Design digit_reveal_serializer, sky130hd; sources not shown.
Figure 1. M1 wires.
Bar = 20 um.
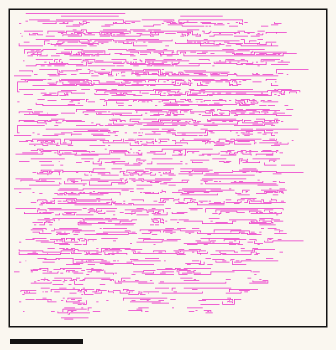
wire length on this layer = 5,000 um
nets with wire on the layer = 677
grt met1 use: 37.4%
Routed WL: 13,400 um
routed vias: 4,453

Figure 2. Clock wiring as the flow saved it.
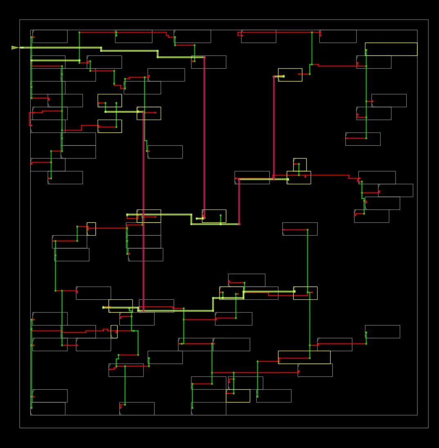
Num CTS Buffers: 9
Latency at later pin: 0.36 ns
Seq Cell Count: 59
Clock Buffer Count: 12

Figure 3. Ports around the boundary.
Bar = 20 um. Pins as bars across the die edge, other pins in gray.
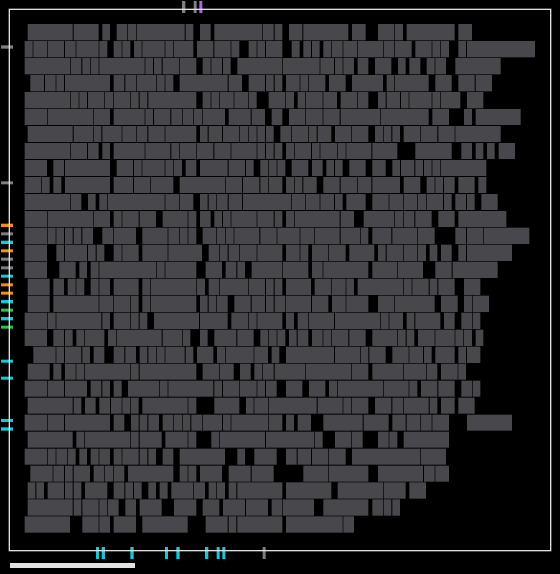
green -> digit_idx  # pins 2, direction output, edge left
orange -> digit  # pins 4, direction output, edge left
purple -> blank  # pins 1, direction output, edge top
cyan -> value  # pins 16, direction input, edge 8 bottom, 8 left
all pins by edge = 19 left, 9 bottom, 3 top
Die Y: 86.5 um
Die Wd: 86.5 um

Figure 4. Where the registers sit.
Bar = 20 um. Other sequential cells in the stronger gray, the rest of the logic in the fainter gray.
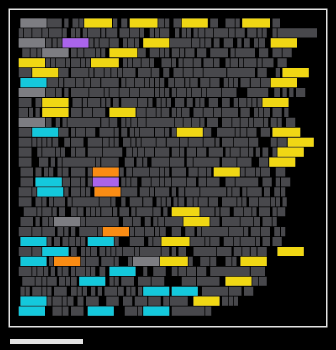
orange -> digit  # flops 4
cyan -> val_q  # flops 16
purple -> state_q  # flops 2
yellow -> cnt_q  # flops 30, where widely spread
flop share of the area: 21.7%
total sequential power: 1170 uW

Figure 5. Close-up of the layout.
Bar = 20 um. Window x 18 to 68, y 36 to 86 um. Cells in gray, sequential cells in the stronger gray; small squares are vias.
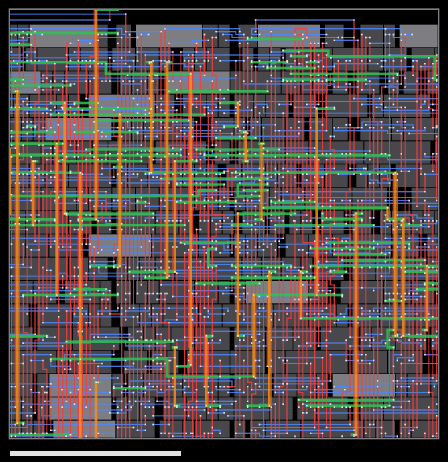
red -> metal 2
blue -> metal 1
green -> metal 3
orange -> metal 4
cells with their middle in the window = 310
sequential cells in the window = 13
most frequent = buf_4 (57), nand2_1 (48), inv_1 (25)

==> impl_metrics.tcl <==
# collected from the flow reports
set metrics [dict create \
    status "finished, violations left" \
    violations "setup timing" \
    grtUsageTotal_pct 33.5 \
    hold_viol_final 0 \
    synthesis.nets 567 \
    finalSetupViolCount 23 \
    ys_area_um2 3610 \
    synth-cells-yosys 539 \
    cpMostUsedCell "nand2_1" \
    cts.sinks 59 \
    grt_pass1_vias 4172 \
    yosysTopAreaCell "dfxtp_1" \
    synth_area_per_cell_um2 6.69 \
    routabilityCongestion 0.970 \
    required_ns 2.17 \
    initial_core_util_pct 54.0 \
    diodes 0 \
    critPathCaptureType "flip-flop" \
    post_dp_cell_area_um2 4740 \
    drt_iter0_drc 376 \
    fin_nets 718 \
    tns_ns -5.68 \
    design_area_um2 5500 \
    cts-root-buf "clkbuf_8" \
    dpl_worst_slack_ns -0.258 \
    start_kind "flip-flop" \
    dp_hpwl_um 7800 \
    rrSetupSlack_ns -0.49 \
    antenna_found_initial 0 \
    hold_path_depth 2 \
    ff_type "dfxtp_1" \
    fin_crit_sh_pct 124 \
    die-area_um2 7480 \
    ys_warn_count 0 \
    hold_path_class "input pin to flip-flop" \
    ys.flops 59 \
    core_area_um2 6680 \
    ant_nets 0 \
    fin_crit_ns 2.59 \
    synth_cell_types 43 \
    clock_path_buffers 2 \
    cts_tree "done" \
    rsz0062_at_grt "true" \
    topCellsByArea "dfxtp_1 (33%), nand2_1 (13%), inv_1 (6.4%), nor2_1 (6.1%), nand3_1 (5.0%)" \
    row_count 30 \
    tool_warnings 34 \
    async_flop_share_pct 0 \
    syn2layout_area_growth_pct 52.5 \
    largest_reg_flops 30 \
    cp.arrival_ns 2.67 \
    top_cell_area_share_pct 32.7 \
    reg2reg_depth 18 \
    slowest_delay_ns 0.33 \
    ir_worst_vdd_uv 456 \
    grt-ovfl-total 0 \
    io_pins 31 \
    p_per_area_nw_per_um2 533 \
    max_slew.worst_pin.slew_ns 0.624 \
    first_pass_iters 6 \
    wl_per_cell_um 17.3 \
    slew_violations 0 \
    drive_above_1_share_pct 38.7 \
    edf_count 0 \
    grt_pass1_wl_um 19000 \
    ys_seq_share_pct 32.7 \
    maxCapViolCount 0 \
    syn_area_um2 3610 \
    path_cells "nor2_2, nand2_1, inv_2, nand2_2, nor2_2, nand2_4, nor2_4, a211oi_2, o21ai_1, nand2_1, inv_2, ha_4, inv_4, nor2_4, nand2_1, inv_2, nand2_1, a21oi_2" \
    cp_slowest_cell "dfxtp_1" \
    whs_ns 0.265 \
    critPathKind "flip-flop to flip-flop" \
    drc 0 \
    synthCells 539 \
    p_leak_uw 0.00254 \
    crit_path_max_fanout 4 \
    slew_headroom_pct 58.0 \
    p_total_uw 2930 \
    vias_per_cell 5.75 \
    finalWorstSetupSlack_ns -0.494 \
    h-tree-depth 3 \
]
[critical path, delay by kind of cell, from the launching register on]
family	cells	cell delay (ns)
flip-flops	1	0.33
adder cells (fa/ha/maj)	1	0.18
AND/OR/NAND/NOR	10	1.15
buffers and inverters	4	0.32
AND-OR/OR-AND	3	0.31
[stage by stage]
step	util, %	std cells
final	82.4	775
after global routing	82.4	775
after CTS	77.7	759
after detailed placement	70.9	733
after global placement	70.9	733
after floorplan	-	539
[cell families (layout without fill, tap and decap cells)]
logic type	Yosys count	in the layout	synth area share, %
xor gates and xnor gates	6	6	1.46
and+or+nand+nor	291	291	38.8
DFF	59	59	32.7
muxes	5	5	1.39
AOI/OAI and AO/OA	71	71	11.2
adders and majority gates	8	8	2.77
buffers and inverters	99	255	11.7
[metal layers]
metal  wire length [um]  part of all wire [%]  track usage [%]  vias to the layer above
met5                  0                     0                -                        -
met4                584                   4.4             16.3                        0
met3               1170                   8.7             6.48                       78
met2               6670                    50             57.1                      284
met1               5000                    37             37.4                     2069
li1                   -                     -                -                     2022
[report_power, final]
| part | total (uW) | internal [uW] | switching, uW |
|---|---|---|---|
| Sequential | 1170 | 1160 | 16.7 |
| Clock | 1220 | 732 | 486 |
| Combinational | 540 | 244 | 297 |
[repair_timing]
item	in CTS	in global routing
buffers inserted	11	19
endpoints found under the setup margin	13	37
resized	38	50
pin swaps	29	42
hold buffers	0	0
[final cells by class]
cell class | count | area, um2
inverters | 83 | 319
repair buffers | 156 | 1330
fillers | 355 | 1180
clock inverters | 4 | 72.6
flip-flops and latches | 59 | 1190
multi-input cells | 381 | 2340
well taps | 80 | 100
clock buffers | 12 | 155
[placed cells by master (no fill, tap or decap), types with 2 or more instances in the layout]
cell / instances
nand3_4: 4
nor3_1: 4
nand2_2: 17
nor2_4: 13
o211ai_1: 2
o21ai_1: 8
a21oi_1: 29
dfxtp_1: 50
nor3_4: 2
nor4_4: 2
nor3_2: 3
nand3b_1: 2
nor4_1: 3
nor2_2: 11
mux2i_1: 5
inv_4: 3
dfxtp_2: 9
buf_12: 4
o21ai_0: 15
bufinv_16: 2
inv_2: 23
nand3_1: 31
ha_1: 3
buf_4: 113
nand3_2: 8
a21oi_2: 6
xor2_1: 6
nand4_1: 14
clkdlybuf4s50_1: 29
or2_2: 2
clkbuf_8: 11
nand2_4: 11
buf_6: 9
nor2_1: 46
inv_1: 56
ha_4: 4
o21ai_2: 3
nand2_1: 116
Power is estimated from default activity; no workload was simulated.
